### src/rtl/cacheline_adapter.sv
// cacheline_adapter
// -----------------
// Memory-side responder for the cache DFP line handshake. Each accepted
// request is served as one multi-beat burst on the burst-memory interface:
// read beats are assembled into a full line, write lines are split into
// beats. dfp_resp pulses for one cycle when the transaction completes.
//
// Ports:
//   clk, rst      clock and synchronous active-high reset
//   dfp_addr      line request address (low offset bits are ignored)
//   dfp_read      line read request, held until dfp_resp
//   dfp_write     line write request, held until dfp_resp (wins over read)
//   dfp_wdata     line to be written
//   dfp_rdata     assembled read line, valid in the dfp_resp cycle and held
//   dfp_resp      one-cycle completion pulse
//   bmem_addr     line-aligned burst address (0 while idle)
//   bmem_read     burst read command, held until bmem_ready
//   bmem_write    write beat valid
//   bmem_wdata    write beat, held stable until bmem_ready
//   bmem_ready    memory accepts the command or beat this cycle
//   bmem_raddr    address tag of the returning read beat
//   bmem_rdata    read beat
//   bmem_rvalid   read beat valid
module cacheline_adapter #(
  parameter int ADDR_W = 32,
  parameter int LINE_W = 256,
  parameter int BEAT_W = 64
) (
  input  logic              clk,
  input  logic              rst,
  input  logic [ADDR_W-1:0] dfp_addr,
  input  logic              dfp_read,
  input  logic              dfp_write,
  input  logic [LINE_W-1:0] dfp_wdata,
  output logic [LINE_W-1:0] dfp_rdata,
  output logic              dfp_resp,
  output logic [ADDR_W-1:0] bmem_addr,
  output logic              bmem_read,
  output logic              bmem_write,
  output logic [BEAT_W-1:0] bmem_wdata,
  input  logic              bmem_ready,
  input  logic [ADDR_W-1:0] bmem_raddr,
  input  logic [BEAT_W-1:0] bmem_rdata,
  input  logic              bmem_rvalid
);

  localparam int BEATS = LINE_W / BEAT_W;
  localparam int OFF_W = $clog2(LINE_W / 8);
  localparam int CNT_W = (BEATS > 1) ? $clog2(BEATS) : 1;
  localparam logic [CNT_W-1:0] LAST_BEAT = CNT_W'(BEATS - 1);

  typedef enum logic [2:0] {
    IDLE,
    RD_REQ,
    RD_DATA,
    WR,
    RESP
  } state_t;

  state_t state, state_n;

  logic [CNT_W-1:0]             cnt;
  logic [ADDR_W-1:0]            addr_q;
  logic [BEATS-1:0][BEAT_W-1:0] wline_q;
  logic [BEATS-1:0][BEAT_W-1:0] rline_q;

  logic start_wr;
  logic start_rd;
  logic rd_accept;
  logic wr_accept;
  logic rd_hit;
  logic last_beat;
  logic [ADDR_W-1:0] aligned_addr;

  assign aligned_addr = {dfp_addr[ADDR_W-1:OFF_W], {OFF_W{1'b0}}};
  assign last_beat    = (cnt == LAST_BEAT);
  // Beats tagged with another address belong to some other burst (e.g. one
  // abandoned by reset) and must never land in this line.
  assign rd_hit       = bmem_rvalid && (bmem_raddr == addr_q);

  // Next-state logic. Write is checked before read so a requester that
  // raises both gets a write. RESP never samples requests, so a request
  // held across RESP is picked up again by IDLE one cycle later.
  always_comb begin
    state_n   = state;
    start_wr  = 1'b0;
    start_rd  = 1'b0;
    rd_accept = 1'b0;
    wr_accept = 1'b0;
    case (state)
      IDLE: begin
        if (dfp_write) begin
          start_wr = 1'b1;
          state_n  = WR;
        end else if (dfp_read) begin
          start_rd = 1'b1;
          state_n  = RD_REQ;
        end
      end
      RD_REQ: begin
        if (bmem_ready) begin
          state_n = RD_DATA;
        end
      end
      RD_DATA: begin
        if (rd_hit) begin
          rd_accept = 1'b1;
          if (last_beat) begin
            state_n = RESP;
          end
        end
      end
      WR: begin
        if (bmem_ready) begin
          wr_accept = 1'b1;
          if (last_beat) begin
            state_n = RESP;
          end
        end
      end
      RESP: begin
        state_n = IDLE;
      end
      default: begin
        state_n = IDLE;
      end
    endcase
  end

  // State and datapath registers. The line buffers only change on a new
  // request (write line) or an accepted beat (read line), so dfp_rdata
  // keeps the last read line until another read overwrites it.
  always_ff @(posedge clk) begin
    if (rst) begin
      state   <= IDLE;
      cnt     <= '0;
      addr_q  <= '0;
      wline_q <= '0;
      rline_q <= '0;
    end else begin
      state <= state_n;
      if (start_wr || start_rd) begin
        addr_q <= aligned_addr;
        cnt    <= '0;
      end
      if (start_wr) begin
        wline_q <= dfp_wdata;
      end
      if (rd_accept) begin
        rline_q[cnt] <= bmem_rdata;
        cnt          <= cnt + CNT_W'(1);
      end
      if (wr_accept) begin
        cnt <= cnt + CNT_W'(1);
      end
    end
  end

  // Outputs are a function of state and registers only, so a stalled beat
  // or command stays stable until memory accepts it.
  assign dfp_rdata  = rline_q;
  assign dfp_resp   = (state == RESP);
  assign bmem_read  = (state == RD_REQ);
  assign bmem_write = (state == WR);
  assign bmem_wdata = (state == WR) ? wline_q[cnt] : '0;
  assign bmem_addr  = (state == IDLE) ? '0 : addr_q;

endmodule
### config.mk
export PLATFORM = sky130hd
export DESIGN_NAME = cacheline_adapter
export DESIGN_NICKNAME = d
export VERILOG_FILES = /design/src/rtl/cacheline_adapter.sv
export SDC_FILE = /design/constraint.sdc
export NUM_CORES = 1
export LEC_CHECK = 0
export ABC_AREA = 1
export ABC_CLOCK_PERIOD_IN_PS = 2700
export CORE_AREA = 2 2 286 288
export CTS_BUF_LIST = sky130_fd_sc_hd__clkbuf_8 sky130_fd_sc_hd__clkbuf_16
export DETAILED_ROUTE_END_ITERATION = 6
export DIE_AREA = 0 0 288 290
export GPL_TIMING_DRIVEN = 0
export HOLD_SLACK_MARGIN = 0.12
export PLACE_DENSITY_LB_ADDON = 0.3
export SKIP_CTS_REPAIR_TIMING = 1
export SKIP_LAST_GASP = 1
export SYNTH_ARGS = -nofsm -noshare
export SYNTH_HDL_FRONTEND = slang
export SYNTH_SLANG_ARGS = --single-unit
### constraint.sdc
create_clock -name clk -period 2.7 [get_ports clk]
set_input_delay 0.405 -clock clk [delete_from_list [all_inputs] [get_ports clk]]
set_output_delay 0.405 -clock clk [all_outputs]
set_load 0.01 [all_outputs]
Run 1, routed metal, one colour a layer:
Drawn at 1 px/um. Two of the layers only.
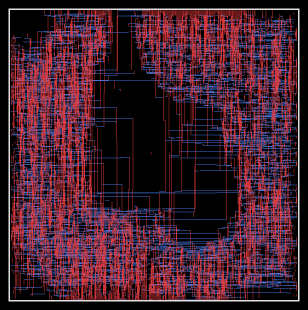
[red] metal 2 | wire length: 50.8 mm
[blue] metal 1 | wire length: 40.7 mm
all-layer global routing usage: 23.8%
vias: 25,000

Run 1, cell placement:
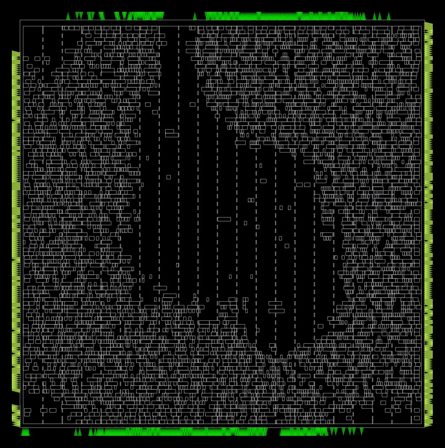
flop count: 544
Filler cells: 8,495

==> impl_metrics.json, run 1 <==
{
  "crit_slowest_cell": "clkdlybuf4s50_1",
  "cp_max_fo": 10,
  "clkSlewWorstSetupHoldPaths_ns": 0.06,
  "worst_slew_pin_slew_ns": 1.26,
  "pwr-share-seq_pct": 40.9,
  "combPwrFrac_pct": 24.9,
  "drv_slew": 0,
  "power_leakage_nw": 15.3,
  "required_ns": 2.30,
  "post-dp-hpwl_um": 81700,
  "whs_ns": 0.351,
  "max_cap_violations": 0,
  "antenna_found_initial": 24,
  "hold_depth": 3,
  "ys_seq_share_pct": 46.4,
  "die_y_um": 290,
  "total_power_mw": 23.3,
  "pg_clk_mw": 7.99,
  "cp.arrival_ns": 2.58,
  "ys_types": 23,
  "tritoncts": "yes",
  "drc_errors": 0,
  "wl_per_cell_um": 19.2,
  "yosysTopAreaCell": "dfxtp_1",
  "h-tree-depth": 2,
  "fin_ws_ns": -0.289,
  "sw_frac_of_total_pct": 33.2,
  "clock_sinks": 544,
  "path_cells": "clkbuf_4 > buf_2 > a21oi_1 > o21ai_0 > a21oi_2 > clkdlybuf4s50_1",
  "yosys_area_um2": 23500,
  "core_util_floorplan_pct": 29.3,
  "reg2reg_slack_ns": 0.16,
  "relSlewSlack_pct": 15.7,
  "row_count": 104,
  "min_to": "wline_q[249]$_SDFFE_PP0P_",
  "syn_avg_cell_area_um2": 6.71,
  "globalplace.congestion": 0.920,
  "crit_buf_inv": 3,
  "syn_area_um2": 23500,
  "register_area_um2": 10900,
  "placedCellCount": 5292,
  "warnings": 35,
  "holdCritStartpoint": "dfp_wdata[249]",
  "synth_top_area_share_pct": 46.4,
  "seq_share_pct": 31.8,
  "p_int_mw": 15.6,
  "area_leaders": "dfxtp_1, nand2_1, a21oi_1",
  "final_util_pct": 42.7,
  "firstDrtPassIters": 5,
  "grt_pass1_wl_um": 151000,
  "power_frac_clock_pct": 34.2,
  "grt.overflow.total": 0,
  "cts_buffer_depth": 3,
  "nClkBuffers": 71,
  "ant_nets": 0,
  "r2r_start": "cnt[0]$_SDFFE_PP0P_",
  "vdd_ir_drop_max_mv": 0.481,
  "path_class": "reg -> out",
  "drtIter0Drc": 1321,
  "vias_per_cell": 4.63,
  "crit_cells": 6,
  "r2r_end": "dfp_rdata[19]$_SDFFE_PP0P_",
  "p_per_area_nw_per_um2": 682,
  "hp-class": "in -> reg",
  "ios": 745,
  "comb-power_mw": 5.81,
  "power_switching_mw": 7.76,
  "top_area_cell_class": "registers",
  "comb_share_pct": 28.6,
  "fin_cells": 5410,
  "cpPeakStageDelay_ns": 0.57,
  "yosys_warnings": 0,
  "coreArea_um2": 80200,
  "crit_path_start": "cnt[1]$_SDFFE_PP0P_",
  "clockRootBuffer": "clkbuf_16",
  "io_buffer_count": 733,
  "drive_gt1_share_pct": 6.22,
  "first_global_vias": 24000,
  "fp.dieW_um": 288,
  "failed_checks": "setup timing",
  "placed_area_um2": 32100,
  "syn2layout_area_growth_pct": 46.0,
  "tns_ns": -0.688,
  "finalClockPeriodUsage_pct": 111,
  "final_area_um2": 34200,
  "synth_flops": 544,
  "status": "complete, but fails checks",
  "buf_share_pct": 25.1,
  "reg2reg_depth": 10,
  "cp-endpoint": "bmem_wdata[5]",
  "startpoint_type": "flip-flop",
  "setup_violations": 8,
  "chip_area_um2": 83500,
  "clock.latency.late_pin_ns": 0.63,
  "p_seq_mw": 9.54,
  "max_freq_ghz": 0.335,
  "numCtsBuffers": 61,
  "synthCells": 3495,
  "min_period_ns": 2.99,
  "crit_family": "buffers and inverters",
  "nets": 4691,
  "insertedDiodeCount": 10,
  "comb_cells": 2251,
  "pre_cts_ws_ns": -0.907,
  "rsz0062_at_grt": "true",
  "tap_cells": 1060,
  "ys_cells": 3495
}
Run 1, M3 wires:
Drawn at 1 px/um.
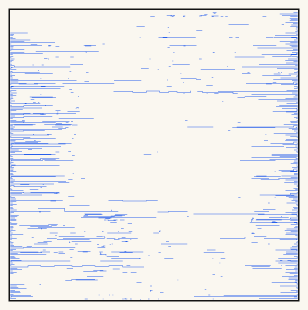
wire length on this layer: 8,230 um
nets with wire on the layer: 591
Total Wirelength: 104,000 um
routing usage on met3: 6.01%

-- run 1: cells in the final DEF, fill, tap and decap left out, types with 4 or more instances in the layout --
cell type and instances:
ha_1 4, o21ai_1 5, clkbuf_4 9, nand2_1 750
conb_1 5, clkbuf_2 31, diode_2 10, clkbuf_16 61
nand3_1 137, dfxtp_1 540, buf_6 25, inv_2 9
a21oi_2 12, nand4_1 6, buf_2 53, clkinv_2 13
o21ai_0 284, a21oi_1 465, xnor2_1 5, buf_4 25
inv_1 459, nor3_1 4, dlymetal6s2s_1 32, nor2_1 562
clkdlybuf4s50_1 671, clkbuf_1 134, clkbuf_8 10
-- run 1: worst min-delay path, delay by kind of cell --
family | cells | cell delay (ns)
buffers and inverters | 1 | 0.40
and+or+nand+nor | 1 | 0.08
AOI/OAI and AO/OA | 1 | 0.06
-- run 1: cell families after synthesis --
kind of cell / share of synthesized area, %
and+or+nand+nor: 24.4
AOI/OAI and AO/OA: 16.4
buffers and inverters: 12.3
DFF: 46.4
xor gates and xnor gates: 0.187
adders and majority gates: 0.213
other: 0.0160
-- run 1: state kept, by name (all words and copies together) (netlist names) --
register / flops
addr_q: 27
wline_q: 256
cnt: 2
dfp_rdata: 256
state: 3
-- run 1: Yosys cell counts --
cell type,count
inv_1,444
conb_1,1
or2_2,1
nand4_1,6
clkinv_1,2
ha_1,4
nand2_1,750
dfxtp_1,544
o21ai_0,289
nor2_1,566
buf_1,5
o22ai_1,1
clkbuf_1,177
inv_2,10
nor3_2,2
buf_2,36
nand3_1,137
nor3_1,4
buf_4,6
a21oi_1,479
nand3b_1,2
buf_6,24
xnor2_1,5
-- run 1: layer usage --
metal / track usage [%] / share of wire (%)
met1: 27.2 / 39
met2: 42.8 / 49
met3: 6.01 / 7.9
met5: 0 / 0.20
met4: 7.89 / 3.7
Run 1, placed cells, one colour a class:
Drawn at 1 px/um.
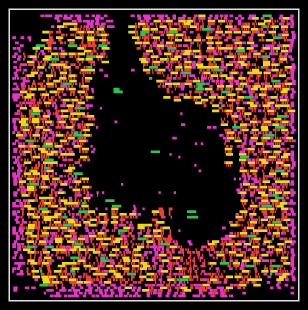

==> run 2, diff against run 1 <==
REMOVE_ABC_BUFFERS = 1   (was unset)
Run 2, placed cells, one colour a class:
Drawn at 1 px/um.
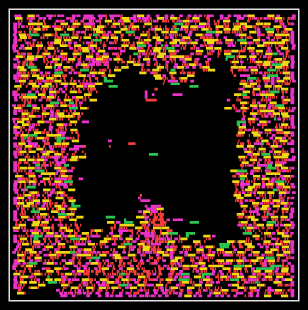
[yellow] flops | cells: 544
[magenta] other buffers and delay cells | cells: 784
[red] combinational and other logic | cells: 2,709
[green] clock drivers and dummy loads | cells: 110
Core ar.: 80,200 um^2
post-route cell area: 34,300 um^2
Placement Rows: 104
Seq area share: 31.8%
post-layout util: 42.7%

==> run 2 against run 1 <==
Against the previous run: the flow still finishes with violations (setup timing); die size did not move; sequential share of layout area is essentially flat; via count fell by 6.8%; maximum frequency shrank 1.9%; sequential power about the same; synthesized area unchanged; clock power rose by 6.0%; critical path type unchanged; largest cell class unchanged.
==> impl_metrics.json, run 2 <==
{
  "cpPeakStageDelay_ns": 0.58,
  "cp-endpoint": "bmem_wdata[41]",
  "syn2layout_area_growth_pct": 46.1,
  "post-dp-hpwl_um": 56900,
  "placedCellCount": 5076,
  "antenna_found_initial": 19,
  "reg2reg_slack_ns": -0.10,
  "hold_depth": 2,
  "required_ns": 2.30,
  "ant_nets": 0,
  "r2r_start": "addr_q[31]$_SDFFE_PP0P_",
  "synth_flops": 544,
  "setup_violations": 134,
  "power_leakage_nw": 15.1,
  "ys_cells": 3495,
  "crit_cells": 7,
  "warnings": 43,
  "yosysTopAreaCell": "dfxtp_1",
  "die_y_um": 290,
  "core_util_floorplan_pct": 29.3,
  "max_cap_violations": 0,
  "drc_errors": 0,
  "grt.overflow.total": 0,
  "flop_cell": "dfxtp_1",
  "rsz0062_at_grt": "true",
  "via_count": 23300,
  "vias_per_cell": 4.47,
  "grt_pass1_wl_um": 125000,
  "crit_path_start": "state[2]$_SDFFE_PP0P_",
  "vdd_ir_drop_max_mv": 0.419,
  "synth.most_common_cell": "nand2_1",
  "ys_types": 23,
  "layout_top_cells": "nand2_1, clkdlybuf4s50_1, nor2_1",
  "reg2reg_depth": 12,
  "fin_ws_ns": -0.347,
  "clockRootBuffer": "clkbuf_16",
  "fin_cells": 5217,
  "cp_max_fo": 63,
  "worst_slew_pin_slew_ns": 0.831,
  "io_buffer_count": 734,
  "syn_area_um2": 23500,
  "yosys_warnings": 0,
  "wl_per_cell_um": 16.6,
  "routed_wl_um": 86700,
  "r2r_end": "dfp_rdata[28]$_SDFFE_PP0P_",
  "holdCritStartpoint": "rst",
  "nets": 4494,
  "chip_area_um2": 83500,
  "ys_seq_share_pct": 46.4,
  "edf_count": 0,
  "h-tree-depth": 2,
  "placed_area_um2": 31800,
  "p_per_area_nw_per_um2": 694,
  "tritoncts": "yes",
  "failed_checks": "setup timing",
  "numCtsBuffers": 61,
  "status": "complete, but fails checks",
  "startpoint_type": "flip-flop",
  "min_to": "wline_q[13]$_SDFFE_PP0P_",
  "cp.arrival_ns": 2.64,
  "async_flop_share_pct": 0,
  "crit_slowest_cell": "clkdlybuf4s50_1",
  "syn_avg_cell_area_um2": 6.71,
  "track_usage_pct": 18.8,
  "drtIter0Drc": 1381,
  "crit_family": "buffers and inverters",
  "min_period_ns": 3.05,
  "crit_buf_inv": 4,
  "synth_top_area_share_pct": 46.4,
  "clock.latency.late_pin_ns": 0.61,
  "relSlewSlack_pct": 44.6,
  "tns_ns": -13.60,
  "cts_buffer_depth": 3,
  "ios": 745,
  "first_global_vias": 21200,
  "drive_gt1_share_pct": 4.70,
  "common_cells": "nand2_1, nor2_1, dfxtp_1",
  "area_leaders": "dfxtp_1, nand2_1, a21oi_1",
  "firstDrtPassIters": 5,
  "drv_slew": 0,
  "clkSlewWorstSetupHoldPaths_ns": 0.06,
  "synthCells": 3495
}
==> run 2: cells by family after synthesis <==
logic type      synth area share (%)
flops                           46.4
buf+inv                         12.3
xor+xnor                       0.187
other cells                   0.0160
compound gates                  16.4
simple gates                    24.4
fa+ha+maj                      0.213
==> run 2: metal layers <==
metal	up-vias	part of all wire (%)	global-route usage, %	wire length (um)
met3	118	8.8	6.18	7630
met1	10400	41	22.5	35500
met4	14	2.1	4.79	1810
li1	12100	-	-	-
met5	-	0.11	0	92
met2	705	48	32.2	41700
==> run 2: metrics by stage <==
stage	hold WS, ns	utilization, %	worst slack, ns	total power, mW
floorplan	0.431	-	-11.71	11.3
global placement	0.439	38.6	-26.58	11.5
detailed placement	0.444	39.7	-0.660	15.2
CTS	0.150	42.3	-1.28	23.8
global route	0.160	42.7	-0.411	25.0
finish	0.184	42.7	-0.347	23.8
==> run 2: cell type report <==
type | instances | area [um^2]
Fill cell | 8303 | 45900
Sequential cell | 544 | 10900
Multi-Input combinational cell | 2251 | 9810
Timing Repair Buffer | 784 | 8380
Clock buffer | 78 | 1760
Inverter | 456 | 1750
Tap cell | 1060 | 1330
Clock inverter | 32 | 288
Antenna cell | 10 | 25.0
Timing Repair inverter | 2 | 22.5
==> run 2: power breakdown <==
| group | total, mW | switching, mW | internal, mW |
|---|---|---|---|
| Sequential | 9.52 | 0.416 | 9.11 |
| Combinational | 5.80 | 3.40 | 2.39 |
| Clock | 8.47 | 3.44 | 5.03 |
| Total | 23.8 | 7.26 | 16.5 |
==> run 2: worst register-to-register path: cells and delay by family (launching register included) <==
kind	cells	cell delay (ns)
simple gates	9	1.49
buf+inv	2	0.69
flops	1	0.32
xor+xnor	1	0.24
Run 2, routed metal, one colour a layer:
Drawn at 1 px/um. Two of the layers only.
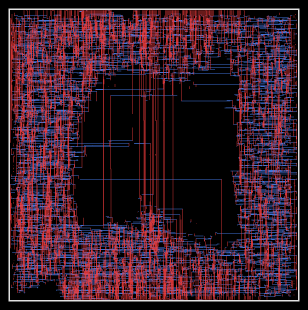

==> run 3, diff against run 2 <==
--- a/config.mk
+++ b/config.mk
@@ -13,5 +13,4 @@
 export DIE_AREA = 0 0 288 290
 export GPL_TIMING_DRIVEN = 0
-export HOLD_SLACK_MARGIN = 0.12
 export PLACE_DENSITY_LB_ADDON = 0.3
 export REMOVE_ABC_BUFFERS = 1
==> constraint.sdc (replaced) <==
create_clock -name clk -period 2.7 [get_ports clk]
set_input_delay 0.54 -clock clk [delete_from_list [all_inputs] [get_ports clk]]
set_output_delay 0.54 -clock clk [all_outputs]
set_load 0.01 [all_outputs]
Run 3, routed metal, one colour a layer:
Drawn at 1 px/um. Two of the layers only.
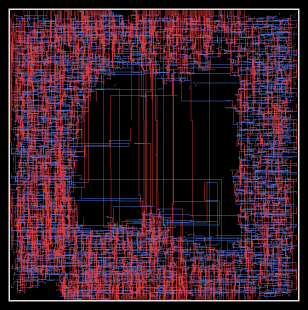
vias: 23,600
all-layer global routing usage: 18.8%
Total Wirelength: 91,000 um
wire length per cell: 17.4 um

==> run 3 against run 2 <==
Against the previous run: the run still ends with setup timing left; global-route usage did not move; sequential power barely moved; worst setup slack improved by 0.22 ns; via count rose by 1.3%; worst hold slack improved by 0.14 ns; clock power barely moved; power rose by 1.1%; largest cell class unchanged; largest power group unchanged.
==> impl_metrics.json, run 3 <==
{
  "clock_sinks": 544,
  "antenna_found_initial": 18,
  "fin_ws_ns": -0.130,
  "tritoncts": "yes",
  "finalClockPeriodUsage_pct": 105,
  "worst_slew_pin_slew_ns": 0.941,
  "rsz0062_at_grt": "true",
  "syn_avg_cell_area_um2": 6.71,
  "async_flop_share_pct": 0,
  "drive_gt1_share_pct": 7.05,
  "post-dp-hpwl_um": 56900,
  "min_to": "wline_q[43]$_SDFFE_PP0P_",
  "power_leakage_nw": 15.4,
  "met1_usage_pct": 22.5,
  "vdd_ir_drop_max_mv": 0.422,
  "fp.dieW_um": 288,
  "required_ns": 2.16,
  "tns_ns": -1.43,
  "common_cells": "nand2_1, nor2_1, dfxtp_1",
  "cpPeakStageDelay_ns": 0.35,
  "gr-usage-met2_pct": 32.2,
  "layout_top_cells": "nand2_1, clkdlybuf4s50_1, nor2_1",
  "yosys_warnings": 0,
  "startpoint_type": "flip-flop",
  "relSlewSlack_pct": 37.3,
  "grt_pass1_wl_um": 125000,
  "status": "complete, but fails checks",
  "row_count": 104,
  "grt_start_max_net_pins": 117,
  "lay_top_count": "nand2_1",
  "wl_met2_um": 44300,
  "skew_ns": 0.0237,
  "n_fill_cell": 8259,
  "grt_util_met3_pct": 6.18,
  "cp.arrival_ns": 2.29,
  "ios": 745,
  "clock.latency.late_pin_ns": 0.61,
  "final_area_um2": 34700,
  "cp-end-kind": "primary output",
  "ys_seq_share_pct": 46.4,
  "cts_buffer_depth": 3,
  "io_buffer_count": 734,
  "total_power_mw": 24.0,
  "vias_per_cell": 4.51,
  "yosys_area_um2": 23500,
  "top_layer_used": "met5",
  "whs_ns": 0.320,
  "chip_area_um2": 83500,
  "synth_top_area_share_pct": 46.4,
  "final_util_pct": 43.3,
  "drv_slew": 0,
  "failed_checks": "setup timing",
  "path_cells": "inv_1 > nand2_2 > nor2_4 > inv_4 > buf_16 > a21oi_1 > clkbuf_2",
  "placed_area_um2": 31800,
  "globalplace.congestion": 0.850,
  "edf_count": 0,
  "ys_types": 23,
  "numCtsBuffers": 61,
  "min_period_ns": 2.83,
  "synth.most_common_cell": "nand2_1",
  "synthCells": 3495,
  "reg2reg_depth": 7,
  "firstDrtPassIters": 5,
  "core_util_floorplan_pct": 29.3,
  "path_class": "reg -> out",
  "reg2reg_slack_ns": -0.04,
  "fin_cells": 5239,
  "drtIter0Drc": 1517,
  "hp-class": "in -> reg",
  "grt.overflow.total": 0,
  "die_y_um": 290,
  "nets": 4516,
  "wirelength_met1_um": 36800,
  "ant_nets": 0,
  "yosysTopAreaCell": "dfxtp_1",
  "cp_max_fo": 63,
  "setup_violations": 71,
  "r2r_start": "state[1]$_SDFFE_PP0P_",
  "syn2layout_area_growth_pct": 48.1,
  "hold_viol_final": 0,
  "syn_area_um2": 23500,
  "coreArea_um2": 80200,
  "placedCellCount": 5076,
  "wl_met3_um": 8020,
  "holdCritStartpoint": "rst",
  "synth_flops": 544,
  "area_leaders": "dfxtp_1, nand2_1, a21oi_1",
  "hold_depth": 2,
  "h-tree-depth": 2,
  "crit_slowest_cell": "dfxtp_2",
  "max_freq_ghz": 0.353,
  "first_global_vias": 21200,
  "pre_cts_ws_ns": -0.795,
  "warnings": 43,
  "ys_cells": 3495,
  "clkSlewWorstSetupHoldPaths_ns": 0.06,
  "drc_errors": 0,
  "p_per_area_nw_per_um2": 692,
  "busiest_layer": "met2",
  "clockRootBuffer": "clkbuf_16",
  "r2r_end": "dfp_rdata[250]$_SDFFE_PP0P_",
  "flop_cell": "dfxtp_1",
  "max_cap_violations": 0
}
## run 3: cell counts after synthesis
No cell type changed its count.
## run 3: worst max-delay path by stage
stage / depth (start not counted) / start / endpoint
3_5_place_dp: 15 / bmem_raddr[24] / dfp_rdata[44]$_SDFFE_PP0P_
6_report: 7 / state[2]$_SDFFE_PP0P_ / bmem_wdata[5]
5_1_grt: 7 / state[2]$_SDFFE_PP0P_ / bmem_wdata[5]
3_3_place_gp: 4 / state[1]$_SDFFE_PP0P_ / wline_q[170]$_SDFFE_PP0P_
2_1_floorplan: 4 / state[2]$_SDFFE_PP0P_ / wline_q[100]$_SDFFE_PP0P_
4_1_cts: 6 / cnt[0]$_SDFFE_PP0P_ / bmem_wdata[5]
## run 3: cells by family after synthesis
logic type | Yosys count | synth area share (%)
compound gates | 769 | 16.4
simple gates | 1468 | 24.4
buf+inv | 704 | 12.3
xor+xnor | 5 | 0.187
fa+ha+maj | 4 | 0.213
other cells | 1 | 0.0160
flops | 544 | 46.4
## run 3: critical path, delay by kind of cell, from the launching register on
family | cells | cell delay [ns]
buf+inv | 4 | 0.67
compound gates | 1 | 0.24
simple gates | 2 | 0.28
flops | 1 | 0.35
## run 3: final cells by class
cell class | count | area (um^2) | share of cell area, %
Clock buffer | 78 | 1760 | 5.07
Multi-Input combinational cell | 2254 | 10100 | 29.1
Tap cell | 1060 | 1330 | 3.82
Clock inverter | 32 | 288 | 0.829
Sequential cell | 544 | 10900 | 31.4
Inverter | 456 | 1760 | 5.05
Antenna cell | 10 | 25.0 | 0.0721
Timing Repair inverter | 2 | 22.5 | 0.0649
Timing Repair Buffer | 803 | 8550 | 24.6
## run 3: power by group
group          internal [mW]  switching, mW  total [mW]
logic                   2.45           3.56        6.01
clock network           5.03           3.47        8.50
registers               9.11          0.424        9.53
total                   16.6           7.45        24.0
No activity file was given, so power comes from the tool's default toggle rates.
